Placement view:
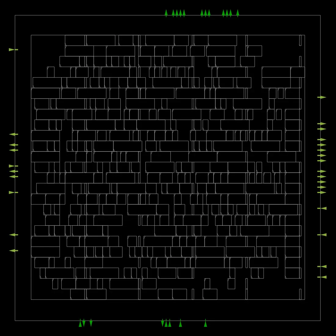
Wiring by layer:
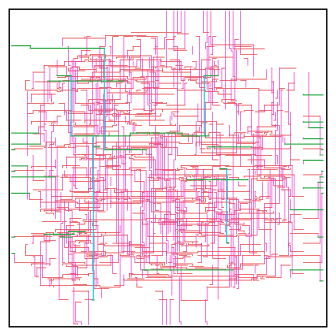
Pin map:
Pins as bars across the die edge, other pins in grey.
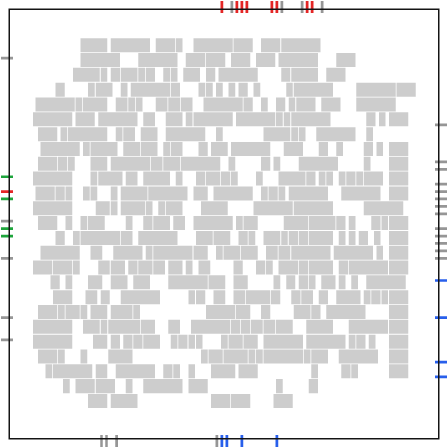
==> config.mk <==
export PLATFORM = sky130hd
export DESIGN_NAME = fc2_param_writer
export DESIGN_NICKNAME = d
export VERILOG_FILES = /design/src/rtl/fc_params_pkg.sv /design/src/rtl/fc2_param_writer.sv
export SDC_FILE = /design/constraint.sdc
export NUM_CORES = 1
export LEC_CHECK = 0
export ABC_CLOCK_PERIOD_IN_PS = 2300
export CAP_MARGIN = 20
export CORE_MARGIN = 4
export CORE_UTILIZATION = 52
export CTS_CLUSTER_DIAMETER = 50
export CTS_CLUSTER_SIZE = 30
export DETAILED_ROUTE_END_ITERATION = 10
export PLACE_DENSITY_LB_ADDON = 0.25
export SYNTH_ARGS = -nofsm -noshare
export SYNTH_HDL_FRONTEND = slang
export SYNTH_SLANG_ARGS = --single-unit
==> constraint.sdc <==
create_clock -name clk -period 2.3 [get_ports clk]
set_clock_uncertainty 0.05 [all_clocks]
set_input_delay 0.23 -clock clk [delete_from_list [all_inputs] [get_ports clk]]
set_output_delay 0.23 -clock clk [all_outputs]
set_load 0.01 [all_outputs]
==> src/rtl/fc_params_pkg.sv <==
`default_nettype none
// ============================================================================
// Package : fc_params_pkg
// Brief   : Shared FC2 dimensions and the parameter-writer state encoding.
// Rev     : 1.0 - initial release
// ============================================================================
package fc_params_pkg;

  localparam int FC2_IN_DIM  = 32;
  localparam int FC2_OUT_DIM = 10;
  localparam int FC2_W_DEPTH = FC2_IN_DIM * FC2_OUT_DIM;
  localparam int FC2_B_DEPTH = FC2_OUT_DIM;

  localparam logic [2:0] FC2_ST_IDLE    = 3'd0;
  localparam logic [2:0] FC2_ST_WEIGHTS = 3'd1;
  localparam logic [2:0] FC2_ST_BIAS    = 3'd2;
  localparam logic [2:0] FC2_ST_CHECK   = 3'd3;
  localparam logic [2:0] FC2_ST_DONE    = 3'd4;
  localparam logic [2:0] FC2_ST_ERR     = 3'd5;

  typedef enum logic [2:0] {
    S_IDLE    = FC2_ST_IDLE,
    S_WEIGHTS = FC2_ST_WEIGHTS,
    S_BIAS    = FC2_ST_BIAS,
    S_CHECK   = FC2_ST_CHECK,
    S_DONE    = FC2_ST_DONE,
    S_ERR     = FC2_ST_ERR
  } fc2_state_e;

endpackage
`default_nettype wire

==> src/rtl/fc2_param_writer.sv <==
`default_nettype none
// ============================================================================
// Module : fc2_param_writer
// Brief  : Streams FC2 weights then biases into their RAM write ports and
//          closes the load with an optional 8-bit additive checksum.
// Rev    : 1.0 - initial release
// ============================================================================
module fc2_param_writer
  import fc_params_pkg::*;
#(
  parameter int IN_DIM       = FC2_IN_DIM,
  parameter int OUT_DIM      = FC2_OUT_DIM,
  parameter int DATA_WIDTH   = 8,
  parameter int W_ADDR_WIDTH = 9,
  parameter int B_ADDR_WIDTH = 4,
  parameter bit CHECKSUM_EN  = 1'b1
) (
  input  logic                    clk,
  input  logic                    rst,
  input  logic                    start,
  input  logic                    s_valid,
  input  logic [DATA_WIDTH-1:0]   s_data,
  output logic                    s_ready,
  output logic                    w_we,
  output logic [W_ADDR_WIDTH-1:0] w_addr,
  output logic [DATA_WIDTH-1:0]   w_wdata,
  output logic                    b_we,
  output logic [B_ADDR_WIDTH-1:0] b_addr,
  output logic [DATA_WIDTH-1:0]   b_wdata,
  output logic                    busy,
  output logic                    done,
  output logic                    error
);

  localparam logic [W_ADDR_WIDTH-1:0] W_LAST = W_ADDR_WIDTH'(IN_DIM * OUT_DIM - 1);
  localparam logic [B_ADDR_WIDTH-1:0] B_LAST = B_ADDR_WIDTH'(OUT_DIM - 1);
  localparam logic [W_ADDR_WIDTH-1:0] W_ONE  = W_ADDR_WIDTH'(1);
  localparam logic [B_ADDR_WIDTH-1:0] B_ONE  = B_ADDR_WIDTH'(1);

  fc2_state_e                  state_q;
  logic [W_ADDR_WIDTH-1:0]     w_idx_q;
  logic [B_ADDR_WIDTH-1:0]     b_idx_q;
  logic [DATA_WIDTH-1:0]       sum_q;
  logic [DATA_WIDTH-1:0]       sum_d;
  logic                        w_we_q, b_we_q, done_q, error_q;
  logic [W_ADDR_WIDTH-1:0]     w_addr_q;
  logic [B_ADDR_WIDTH-1:0]     b_addr_q;
  logic [DATA_WIDTH-1:0]       w_wdata_q, b_wdata_q;
  logic                        loading;
  logic                        accept;

  // Ready is a pure state decode so s_valid never reaches s_ready.
  assign loading = (state_q == S_WEIGHTS) || (state_q == S_BIAS) || (state_q == S_CHECK);
  assign accept  = s_valid & loading;
  assign sum_d   = sum_q + s_data;

  always_ff @(posedge clk) begin
    w_we_q <= 1'b0;
    b_we_q <= 1'b0;
    if (rst) begin
      state_q   <= S_IDLE;
      w_idx_q   <= '0;
      b_idx_q   <= '0;
      sum_q     <= '0;
      w_addr_q  <= '0;
      w_wdata_q <= '0;
      b_addr_q  <= '0;
      b_wdata_q <= '0;
      done_q    <= 1'b0;
      error_q   <= 1'b0;
    end else if (start) begin
      // Start from any state (including abort mid-load) drops any byte offered this cycle.
      state_q <= S_WEIGHTS;
      w_idx_q <= '0;
      b_idx_q <= '0;
      sum_q   <= '0;
      done_q  <= 1'b0;
      error_q <= 1'b0;
    end else begin
      case (state_q)
        S_WEIGHTS: if (accept) begin
          w_we_q    <= 1'b1;
          w_addr_q  <= w_idx_q;
          w_wdata_q <= s_data;
          sum_q     <= sum_d;
          if (w_idx_q == W_LAST) state_q <= S_BIAS;
          else                   w_idx_q <= w_idx_q + W_ONE;
        end
        S_BIAS: if (accept) begin
          b_we_q    <= 1'b1;
          b_addr_q  <= b_idx_q;
          b_wdata_q <= s_data;
          sum_q     <= sum_d;
          if (b_idx_q == B_LAST) begin
            if (CHECKSUM_EN) begin
              state_q <= S_CHECK;
            end else begin
              state_q <= S_DONE;
              done_q  <= 1'b1;
            end
          end else begin
            b_idx_q <= b_idx_q + B_ONE;
          end
        end
        S_CHECK: if (accept) begin
          if (s_data == sum_q) begin
            state_q <= S_DONE;
            done_q  <= 1'b1;
          end else begin
            state_q <= S_ERR;
            error_q <= 1'b1;
          end
        end
        default: ;
      endcase
    end
  end

  assign s_ready = loading;
  assign busy    = loading;
  assign w_we    = w_we_q;
  assign w_addr  = w_addr_q;
  assign w_wdata = w_wdata_q;
  assign b_we    = b_we_q;
  assign b_addr  = b_addr_q;
  assign b_wdata = b_wdata_q;
  assign done    = done_q;
  assign error   = error_q;

endmodule
`default_nettype wire

==> flow_summary.toml <==
# flow metrics
[status]
outcome = "complete, no violations"

[yosys]
synth_cell_type_count = 48
ys_sh_xor = 0.0542
yosys_cells = 311
synth_top_area_share = 0.441
topCellsByArea = "dfxtp_1, nand2_1, a21oi_1, ha_1, nor2_1"
syn_area_per_cell_um2 = 8.32
yosysMostFrequentCell = "nand2_1"
ys_top_cells_by_count = "nand2_1, dfxtp_1, a21oi_1, nor2_1"
ys.flops = 57
simple_gate_share = 0.257
synth.net_count = 334

[cts]
cts_hold_buf = 0
h-tree-depth = 3
clk-insertion-delay-late_ps = 340
cts_setup_buffers = 0
clockBufferDepth = 2

[job]
warnings = 27
maxCapViolCount = 0

[power]
power.leakage_nw = 1.14
power_density_mw_per_mm2 = 623

[global_routing]
first_global_vias = 2145
grt_pass1_wl_um = 10200

[setup_path]
worstReg2RegStart = "sum_q[0]"
r2r_slack_ps = 420
cp_slowest_cell = "dfxtp_1"
crit_type = "flop to primary output"
cp.arrival_ps = 1720
crit_fanout = 14
critPathLaunchType = "flop"

[cells_and_area]
design_area_mm2 = 0.00328
clkbuf_count = 12
fillers = 406
layoutNonFillerInstCount = 428
sh_comb_area = 0.405
inverters = 7
clock_area_frac = 0.0584
seqCellArea_mm2 = 0.00114
finalNetCount = 379
final-nonclk-buf-share = 0.154
diodes = 0

[timing]
setup_viol = 0

[placed_design]
place_ws_ps = 4.90
post-place-cells = 412
place_area_mm2 = 0.00308
dp_hpwl_um = 4340

[floorplan]
rows = 25
fp_util = 0.541
die_area_mm2 = 0.00617

[routing]
drt_iter0_markers = 113
final_antenna_net_count = 0

[worst_hold_path]
hold_path_end = "b_wdata[4]"
Notes on 'placement view' above:
Tapcells: 67
Seq/total area: 0.348
core area: 0.00479 mm^2
flop count: 57

Notes on 'wiring by layer' above:
met2: in magenta, wire length 3000 um. met3: in green, wire length 256 um. met4: in cyan, wire length 114 um. met1: in red, wire length 2790 um.
WL final: 6170 um
routed len/inst: 14.4 um
overall global routing resource usage: 0.215
Via Count: 2280

Notes on 'pin map' above:
`w_addr`: in red, pins 9, direction output, edge 8 top, 1 left. `s_data`: in blue, pins 8, direction input, edge 4 bottom, 4 right. `b_addr`: in green, pins 4, direction output, edge left.
All pins by edge: 17 right, 12 top, 10 left, 8 bottom.
die height: 78.5 um
port buffer count: 46
Die W: 78.5 um

[cell usage in the layout (no fill, tap or decap), types with 6 or more instances in the layout]
master	Yosys	routed
nand2_1	68	68
dfxtp_1	57	57
clkdlybuf4s50_1	0	46
a21oi_1	36	36
nor2_1	28	28
clkbuf_8	0	12
xor2_1	10	10
ha_1	10	10
inv_1	7	7
xnor2_1	6	6
nor3_1	6	6
nand4_1	6	6
buf_4	2	6
[per-layer routing]
layer,share of wire,global-route usage,vias up
met2,0.49,0.350,52
met1,0.45,0.271,1065
li1,-,-,1152
met4,0.018,0.105,0
met5,0,0,-
met3,0.041,0.0424,11
[report_power, final]
part	internal (W)	switching [W]
Clock	0.000476	0.000398
Combinational	0.0000671	0.0000903
Sequential	0.000998	0.0000114
Total	0.00154	0.000499
